`config.mk`:
```
export PLATFORM = sky130hd
export DESIGN_NAME = usb_clk_rst_gen
export DESIGN_NICKNAME = d
export VERILOG_FILES = /design/src/rtl/usb_pkg.sv /design/src/rtl/usb_sync2.sv /design/src/rtl/usb_clk_rst_gen.sv
export SDC_FILE = /design/constraint.sdc
export NUM_CORES = 1
export LEC_CHECK = 0
export ABC_AREA = 1
export CAP_MARGIN = 5
export CORE_MARGIN = 2
export CORE_UTILIZATION = 45
export CTS_CLUSTER_SIZE = 20
export DETAILED_ROUTE_END_ITERATION = 12
export GPL_TIMING_DRIVEN = 0
export PLACE_DENSITY = 0.62
export SETUP_SLACK_MARGIN = 0.3
export SYNTH_ARGS = -nofsm -noshare
export SYNTH_HDL_FRONTEND = slang
export SYNTH_SLANG_ARGS = --single-unit
```
`constraint.sdc`:
```
create_clock -name clk48mhz -period 3.9 [get_ports clk48mhz]
set_clock_uncertainty 0.15 [all_clocks]
set_input_delay 0.78 -clock clk48mhz [delete_from_list [all_inputs] [get_ports clk48mhz]]
set_output_delay 0.78 -clock clk48mhz [all_outputs]
set_load 0.005 [all_outputs]
```
`src/rtl/usb_pkg.sv`:
```
// Shared USB clocking definitions: sequencer state encoding and default timing constants.
package usb_pkg;

  typedef enum logic [1:0] {
    WAIT_LOCK = 2'd0,
    SETTLE    = 2'd1,
    RUN       = 2'd2
  } usb_state_e;

  localparam int CLK_HZ = 48_000_000;

  // 100 us of stable lock and a 1 ms frame period at 48 MHz
  localparam int LOCK_STABLE_CYCLES_DEFAULT = 4800;
  localparam int MS_CYCLES_DEFAULT          = 48000;

endpackage

```
`src/rtl/usb_sync2.sv`:
```
// Two-flop synchroniser for asynchronous single-bit inputs, with synchronous clear.
module usb_sync2 (
  input  logic clk,
  input  logic clear,
  input  logic d,
  output logic q
);

  logic meta;

  always_ff @(posedge clk) begin
    if (clear) begin
      meta <= 1'b0;
      q    <= 1'b0;
    end else begin
      meta <= d;
      q    <= meta;
    end
  end

endmodule

```
`src/rtl/usb_clk_rst_gen.sv`:
```
// USB-domain reset sequencer and 12 MHz / 1 ms strobe generator running on clk48mhz.
//   state     | meaning
//   WAIT_LOCK | PLL not locked (synchronised), USB domain held in reset
//   SETTLE    | lock seen, counting LOCK_STABLE_CYCLES of uninterrupted lock
//   RUN       | reset released, strobes running
module usb_clk_rst_gen
  import usb_pkg::*;
#(
  parameter int LOCK_STABLE_CYCLES = LOCK_STABLE_CYCLES_DEFAULT,
  parameter int MS_CYCLES          = MS_CYCLES_DEFAULT
) (
  input  logic clk48mhz,
  input  logic reset,
  input  logic clk_locked,
  output logic usb_rst,
  output logic ce_12mhz,
  output logic ms_tick
);

  localparam int CNT_W = (LOCK_STABLE_CYCLES > 1) ? $clog2(LOCK_STABLE_CYCLES) : 1;
  localparam int MS_W  = $clog2(MS_CYCLES);
  localparam logic [CNT_W-1:0] CNT_LAST = CNT_W'(LOCK_STABLE_CYCLES - 1);
  localparam logic [MS_W-1:0]  MS_LAST  = MS_W'(MS_CYCLES - 1);

  usb_state_e       state_q;
  usb_state_e       state_d;
  logic             lock_s;
  logic [CNT_W-1:0] cnt;
  logic [1:0]       div;
  logic [MS_W-1:0]  ms_cnt;
  logic             running;

  usb_sync2 u_lock_sync (
    .clk   (clk48mhz),
    .clear (reset),
    .d     (clk_locked),
    .q     (lock_s)
  );

  always_ff @(posedge clk48mhz) begin
    if (reset) state_q <= WAIT_LOCK;
    else       state_q <= state_d;
  end

  always_comb begin
    state_d = state_q;
    unique case (state_q)
      WAIT_LOCK: if (lock_s) state_d = SETTLE;
      SETTLE: begin
        if (!lock_s)              state_d = WAIT_LOCK;
        else if (cnt == CNT_LAST) state_d = RUN;
      end
      RUN:       if (!lock_s) state_d = WAIT_LOCK;
      default:   state_d = WAIT_LOCK;
    endcase
  end

  always_comb begin
    usb_rst = (state_q != RUN);
    running = (state_q == RUN) && (state_d == RUN);
  end

  // Any break in SETTLE drops the count so a glitch restarts the full settle time.
  always_ff @(posedge clk48mhz) begin
    if (reset)                                      cnt <= '0;
    else if ((state_q == SETTLE) && (state_d == SETTLE)) cnt <= cnt + 1'b1;
    else                                            cnt <= '0;
  end

  // Strobes are cleared on the same edge that leaves RUN so none trails usb_rst.
  always_ff @(posedge clk48mhz) begin
    if (reset || !running) begin
      div      <= 2'd0;
      ms_cnt   <= '0;
      ce_12mhz <= 1'b0;
      ms_tick  <= 1'b0;
    end else begin
      div      <= div + 2'd1;
      ms_cnt   <= (ms_cnt == MS_LAST) ? '0 : ms_cnt + 1'b1;
      ce_12mhz <= (div == 2'd3);
      ms_tick  <= (ms_cnt == MS_LAST);
    end
  end

endmodule
```
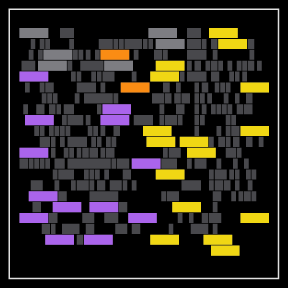
**Above:** run 1 (register map, names as in the netlist).
(4 px per um) Other sequential cells in the stronger grey, the rest of the logic in the fainter grey.
legend:
  orange:
    netlist_name: div
    sequential_cells: 2
  yellow:
    netlist_name: ms_cnt
    sequential_cells: 16
  purple:
    netlist_name: cnt
    sequential_cells: 13
not coloured: 6

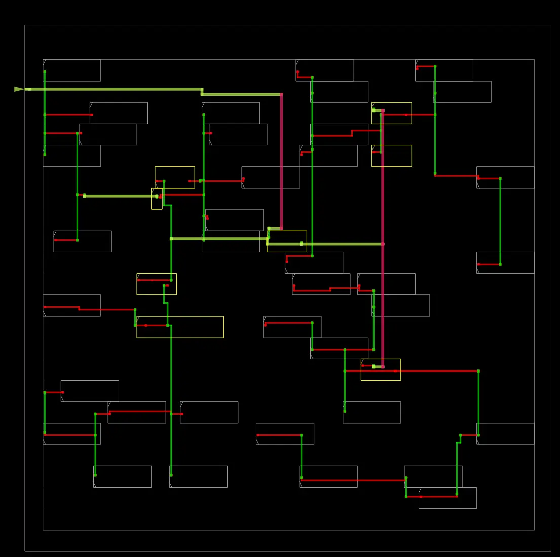
**Above:** run 1 (clock routing).
registers: 37
Clk power: 0.341 mW

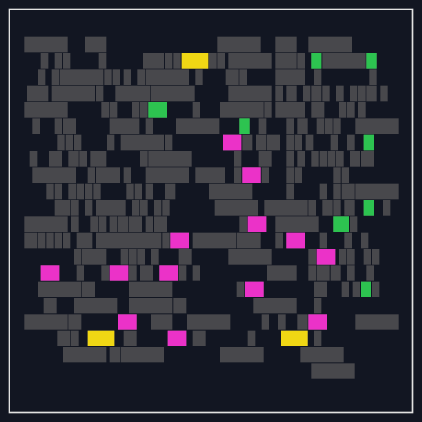
**Above:** run 1 (gate families picked out).
(6 px per um)
legend:
  green:
    family: inverting AOI/OAI gates
    cells: 8
    most_used: a21oi_1
  magenta:
    family: XOR/XNOR gates
    cells: 13
    most_used: xor2_1
  yellow:
    family: adder and majority cells
    cells: 3
    most_used: ha_1

==> impl_metrics.env, run 1 <==
# physical design summary
export IMPL_yosysTopAreaCellShare=0.415
export IMPL_cts_resized=0
export IMPL_synthTopCellsByArea="dfxtp_1, nand2_1, nor2_1"
export IMPL_endpoint="usb_rst"
export IMPL_topCombFamilyByArea="simple AND/OR/NAND/NOR gates"
export IMPL_coreArea_um2=3740
export IMPL_status="finished, final reports clean"
export IMPL_rsz0062_at_grt="false"
export IMPL_maxCapViolations=0
export IMPL_lay_top_cells="nand2_1, nor2_1, inv_1"
export IMPL_clockRootBuffer="clkbuf_8"
export IMPL_drv_slew=0
export IMPL_fin_crit_ns=2.19
export IMPL_nNetsFinal=262
export IMPL_worstSetupEndpointType="output port"
export IMPL_xor_share=0.0638
export IMPL_rows=22
export IMPL_cts_sinks=37
export IMPL_crit_arrival_ns=1.26
export IMPL_hold_viol_final=0
export IMPL_grt_use_total=0.160
export IMPL_ys_sh_adder=0.0210
export IMPL_crit_path_start_kind="flop"
export IMPL_r2r_end="ms_cnt[10]"
export IMPL_ys_ff=37
export IMPL_drt_vias_per_instance=4.58
export IMPL_grt_pass1_wl_mm=5.31
export IMPL_place_gp_congestion=0.821
export IMPL_clockBufferDepth=2
export IMPL_tool_warnings=26
export IMPL_mux_area_frac=0
export IMPL_tightest_slew_ns=0.271
export IMPL_critPathLaunch="state_q[0]"
export IMPL_min_path_type="reg2reg"
export IMPL_dp_cells=297
export IMPL_reg2reg_from="ms_cnt[0]"
export IMPL_clk_pin_slew_ns=0.07
export IMPL_fin_crit_sh=0.561
-- run 1: routing by layer --
metal	part of all wire	up-vias	GRT usage
li1	-	767	-
met1	0.48	615	0.178
met2	0.48	10	0.283
met3	0.027	5	0.0405
met4	0.017	0	0.0765
met5	0	-	0
-- run 1: sequential cells by signal, indices dropped and copies added (netlist names) --
register / cells
ms_cnt: 16
cnt: 13
div: 2
state_q: 2
ce_12mhz: 1
ms_tick: 1
u_lock_sync.meta: 1
u_lock_sync.q: 1
-- run 1: through the flow --
| stage | total power [mW] | util | cell area, um2 |
|---|---|---|---|
| final | 0.725 | 0.537 | 2010 |
| after global routing | 0.750 | 0.537 | 2010 |
| after CTS | 0.735 | 0.537 | 2010 |
| after detailed placement | 0.393 | 0.506 | 1890 |
| after global placement | 0.393 | 0.506 | 1890 |
| after floorplan | 0.390 | - | 1780 |
-- run 1: layout make-up --
type | instances | area (um2)
Tap cell | 48 | 60.1
Buffer | 1 | 11.3
Multi-Input combinational cell | 167 | 886
Sequential cell | 37 | 741
Clock buffer | 7 | 86.3
Fill cell | 382 | 1730
Inverter | 39 | 146
Timing Repair Buffer | 5 | 50.0
Clock inverter | 1 | 30.0
-- run 1: report_power, final --
| group | leakage [nW] | internal, mW | switching, mW | total [mW] |
|---|---|---|---|---|
| Clock | 0.0585 | 0.208 | 0.133 | 0.341 |
| Sequential | 0.298 | 0.379 | 0.000351 | 0.379 |
| Combinational | 0.390 | 0.00255 | 0.00206 | 0.00461 |
| Total | 0.747 | 0.590 | 0.135 | 0.725 |
-- run 1: worst max-delay path: stages, from the launching register on --
cell and delay, ns:
dfxtp_1 0.33, inv_1 0.07, nand2_1 0.08, clkdlybuf4s50_1 0.50
**Run 1: I/O nets highlighted**

(8 px per um)
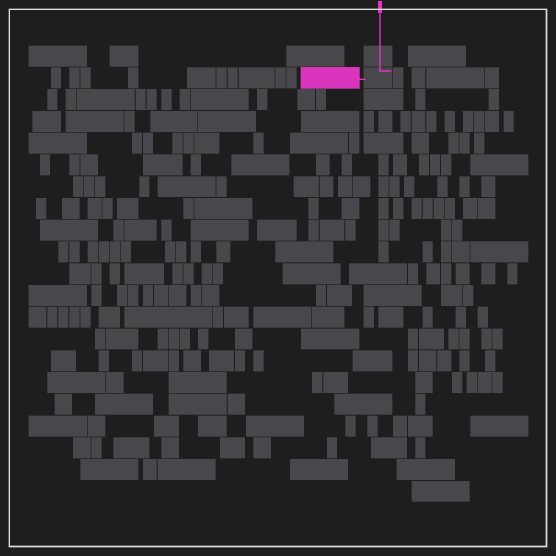

==> run 2, diff against run 1 <==
--- a/config.mk
+++ b/config.mk
@@ -12,7 +12,7 @@
 export CTS_CLUSTER_SIZE = 20
 export DETAILED_ROUTE_END_ITERATION = 12
 export GPL_TIMING_DRIVEN = 0
-export PLACE_DENSITY = 0.62
+export PLACE_DENSITY = 0.64
 export SETUP_SLACK_MARGIN = 0.3
 export SYNTH_ARGS = -nofsm -noshare
 export SYNTH_HDL_FRONTEND = slang
==> constraint.sdc (replaced) <==
create_clock -name clk48mhz -period 1.76 [get_ports clk48mhz]
set_clock_uncertainty 0.15 [all_clocks]
set_input_delay 0.352 -clock clk48mhz [delete_from_list [all_inputs] [get_ports clk48mhz]]
set_output_delay 0.352 -clock clk48mhz [all_outputs]
set_load 0.005 [all_outputs]
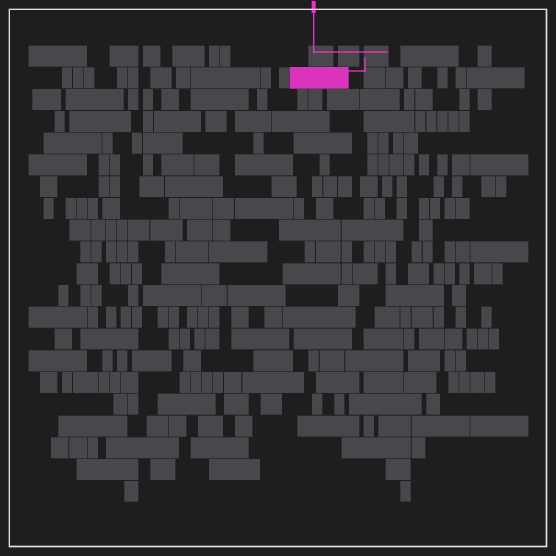
**Above:** run 2 (I/O nets highlighted).
(8 px per um)
legend:
  magenta:
    port: ms_tick
    bits: 1
    direction: output
    edge: north
    end_cells: 1
    buffers: 1
    wire: 18.2 um

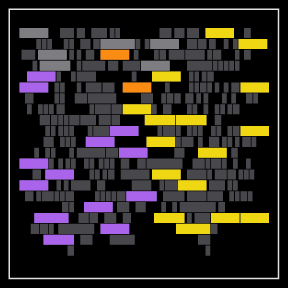
**Above:** run 2 (register map, names as in the netlist).
(4 px per um) Other sequential cells in the stronger grey, the rest of the logic in the fainter grey.
legend:
  yellow:
    netlist_name: ms_cnt
    sequential_cells: 16
  purple:
    netlist_name: cnt
    sequential_cells: 13
  orange:
    netlist_name: div
    sequential_cells: 2
not coloured: 6

==> run 2 against run 1 <==
First-iteration DRC count decreased by 12%. Core utilization increased by 5.5 points. Highest routed layer unchanged. Design area increased by 10%.
==> impl_metrics.env, run 2 <==
# physical design summary
export IMPL_fin_crit_sh=0.809
export IMPL_wl_met3_um=105
export IMPL_tool_warnings=28
export IMPL_crit_arrival_ns=1.46
export IMPL_rows=22
export IMPL_crit_family="simple AND/OR/NAND/NOR gates"
export IMPL_dp_cells=297
export IMPL_ys_ff=37
export IMPL_wl_met2_mm=1.64
export IMPL_critPathBufInv=1
export IMPL_postLayoutCoreUtil=0.592
export IMPL_status="finished, final reports clean"
export IMPL_lay_top_cells="nand2_1, inv_1, nor2_1"
export IMPL_drv_slew=0
export IMPL_topCombFamilyByArea="simple AND/OR/NAND/NOR gates"
export IMPL_fillCellCount=357
export IMPL_grtUsageMet1=0.193
export IMPL_gr_usage_met2=0.286
export IMPL_rsz0062_at_grt="true"
export IMPL_switching_share=0.203
export IMPL_place_gp_congestion=0.810
export IMPL_ys_sh_adder=0.0210
export IMPL_reg_top3="ms_cnt (16), cnt (13)"
export IMPL_power_leader="sequential cells"
==> run 2: cell counts after synthesis <==
Identical to the previous run, type by type.
==> run 2: path summary, 6_finish.rpt <==
| path | from | endpoint | slack (ns) | cells past startpoint |
|---|---|---|---|---|
| setup / recovery | cnt[0] | cnt[2] | 0.34 | 8 |
| hold / removal | u_lock_sync.meta | u_lock_sync.q | 0.25 | 2 |
| setup reg to reg | cnt[0] | cnt[2] | 0.34 | 8 |
| hold reg to reg | u_lock_sync.meta | u_lock_sync.q | 0.25 | 2 |
==> run 2: repair_timing <==
item,CTS,global route
cloned,0,2
buffers inserted,6,4
pin swaps,4,4
resized,14,27
setup endpoints to repair,32,30
==> run 2: kinds of logic (layout without fill, tap and decap cells) <==
logic type,after synthesis,after routing
AND-OR/OR-AND,8,8
adder cells (fa/ha/maj),3,3
flip-flops,37,37
buffers and inverters,40,63
AND/OR/NAND/NOR,143,144
XOR/XNOR,13,13
==> run 2: metrics by stage <==
stage                     instance area (um2)  hold WS, ns
final                                    2220        0.253
after global routing                     2220        0.267
after CTS                                2080        0.256
after detailed placement                 1910        0.246
after global placement                   1910        0.239
after floorplan                          1800        0.238
==> run 2: worst reg2reg max path: stages (launching register included) <==
cell      delay (ns)
dfxtp_4         0.36
ha_4            0.14
nand3_4         0.09
nor2_8          0.12
nand2_4         0.05
nor2_4          0.13
clkinv_4        0.12
nand2_8         0.12
nor2_2          0.04
==> run 2: cell type report <==
| class | count | area, um2 | area share |
|---|---|---|---|
| Multi-Input combinational cell | 168 | 998 | 0.450 |
| Sequential cell | 37 | 759 | 0.343 |
| Inverter | 39 | 151 | 0.0683 |
| Timing Repair Buffer | 16 | 146 | 0.0660 |
| Clock buffer | 7 | 86.3 | 0.0389 |
| Tap cell | 48 | 60.1 | 0.0271 |
| Buffer | 1 | 15.0 | 0.00677 |
**Run 2: metal layers overlaid**

(6 px per um)
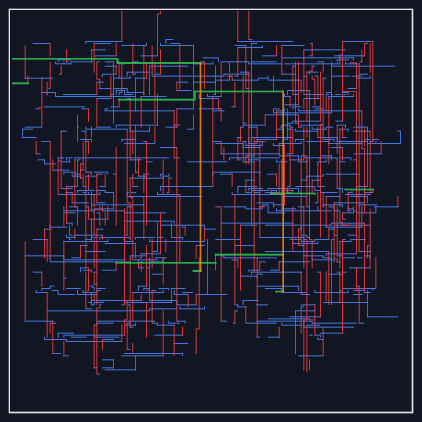

==> run 3, diff against run 2 <==
==> constraint.sdc (replaced) <==
create_clock -name clk48mhz -period 1.3 [get_ports clk48mhz]
set_clock_uncertainty 0.15 [all_clocks]
set_input_delay 0.26 -clock clk48mhz [delete_from_list [all_inputs] [get_ports clk48mhz]]
set_output_delay 0.26 -clock clk48mhz [all_outputs]
set_load 0.005 [all_outputs]
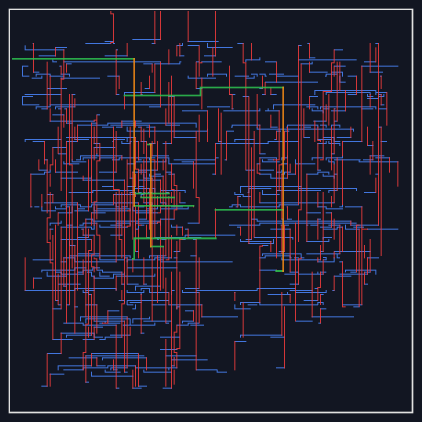
**Above:** run 3 (metal layers overlaid).
(6 px per um)
legend:
  red:
    layer: met2
    wire_length: 1780 um
  blue:
    layer: met1
    wire_length: 1550 um
  orange:
    layer: met4
    wire_length: 72.1 um
  green:
    layer: met3
    wire_length: 101 um

==> run 3 against run 2 <==
The flow now finishes with violations (setup timing). Sequential power is 35% higher. Global-route usage is 1.4 points higher. Fmax is 0.65% higher.
==> impl_metrics.env, run 3 <==
# physical design summary
export IMPL_status="finished, violations left"
export IMPL_lay_top_cells="nand2_1, inv_1, nor2_1"
export IMPL_ys_ff=37
export IMPL_dp_cells=297
export IMPL_flops=37
export IMPL_worst_slack_ns=-0.114
export IMPL_nClkBuffers=5
export IMPL_drt_vias_per_instance=4.70
export IMPL_post_cts_setup_buffers=14
export IMPL_antenna_found_initial=0
export IMPL_crit_family="simple AND/OR/NAND/NOR gates"
export IMPL_violations="setup timing"
export IMPL_power_leader="sequential cells"
export IMPL_comb_area_um2=1090
export IMPL_critPathBufInv=1
export IMPL_place_gp_congestion=0.773
export IMPL_cts_resized=47
export IMPL_reg_top3="ms_cnt (16), cnt (13)"
export IMPL_place_area_um2=1980
export IMPL_die_x_um=67.0
export IMPL_comb_cells=168
export IMPL_rows=22
export IMPL_area_share_sequential=0.327
export IMPL_fp_dieH_um=67.0
export IMPL_finalSetupViolations=32
export IMPL_drc=0
export IMPL_vias=1513
export IMPL_clkCellAreaFrac=0.0312
export IMPL_drv_slew=0
export IMPL_comb_area_share=0.461
export IMPL_largestClassByArea="multi-input combinational cells"
export IMPL_signal_buffers=24
export IMPL_fin_crit_sh=1.09
export IMPL_n_tap_cell=48
export IMPL_syn2layout_area_growth_pct=32.4
export IMPL_switching_share=0.209
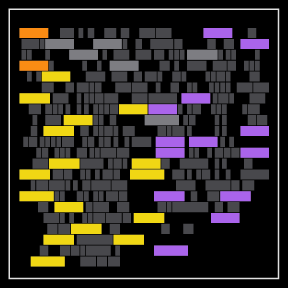
**Above:** run 3 (register map, names as in the netlist).
(4 px per um) Other sequential cells in the stronger grey, the rest of the logic in the fainter grey.
legend:
  purple:
    netlist_name: cnt
    sequential_cells: 13
  orange:
    netlist_name: div
    sequential_cells: 2
  yellow:
    netlist_name: ms_cnt
    sequential_cells: 16
not coloured: 6

run 3: cell counts after synthesis:
Identical to the previous run, type by type.
run 3: through the flow:
| step | hold WS, ns | total power, mW | util |
|---|---|---|---|
| final | 0.150 | 1.88 | 0.631 |
| after global routing | 0.179 | 1.96 | 0.631 |
| after CTS | 0.153 | 1.91 | 0.601 |
| after detailed placement | 0.251 | 1.18 | 0.528 |
| after global placement | 0.241 | 1.18 | 0.528 |
| after floorplan | 0.181 | 1.17 | - |
run 3: path summary, 6_finish.rpt:
kind	startpoint	endpoint	slack, ns	cells after the start
hold / removal	reset	u_lock_sync.q	0.15	2
setup reg to reg	ms_cnt[1]	ms_cnt[4]	-0.11	7
setup / recovery	ms_cnt[1]	ms_cnt[4]	-0.11	7
hold reg to reg	u_lock_sync.meta	u_lock_sync.q	0.26	2
run 3: worst reg2reg max path, cell delays in order, from the launching register on:
cell	delay [ns]
dfxtp_2	0.37
ha_4	0.15
nand2_4	0.06
nor2_4	0.11
nand3_2	0.12
nand2_4	0.15
buf_6	0.15
nor2_1	0.04
run 3: metal layers:
layer / track usage / routed length [um] / vias up
met5: 0 / 0 / -
met4: 0.0995 / 72 / 0
met3: 0.0405 / 100 / 7
met2: 0.344 / 1780 / 13
met1: 0.194 / 1550 / 689
li1: - / - / 804
run 3: logic make-up (layout without fill, tap and decap cells):
group / after synthesis / count (layout) / share of synthesized area
buffers and inverters: 40 / 69 / 0.0884
AND-OR/OR-AND: 8 / 8 / 0.0259
flip-flops: 37 / 37 / 0.415
adder cells (fa/ha/maj): 3 / 3 / 0.0210
XOR/XNOR: 13 / 13 / 0.0638
AND/OR/NAND/NOR: 143 / 144 / 0.386
Power figures rest on the tool's default switching activity, not on a simulated workload.
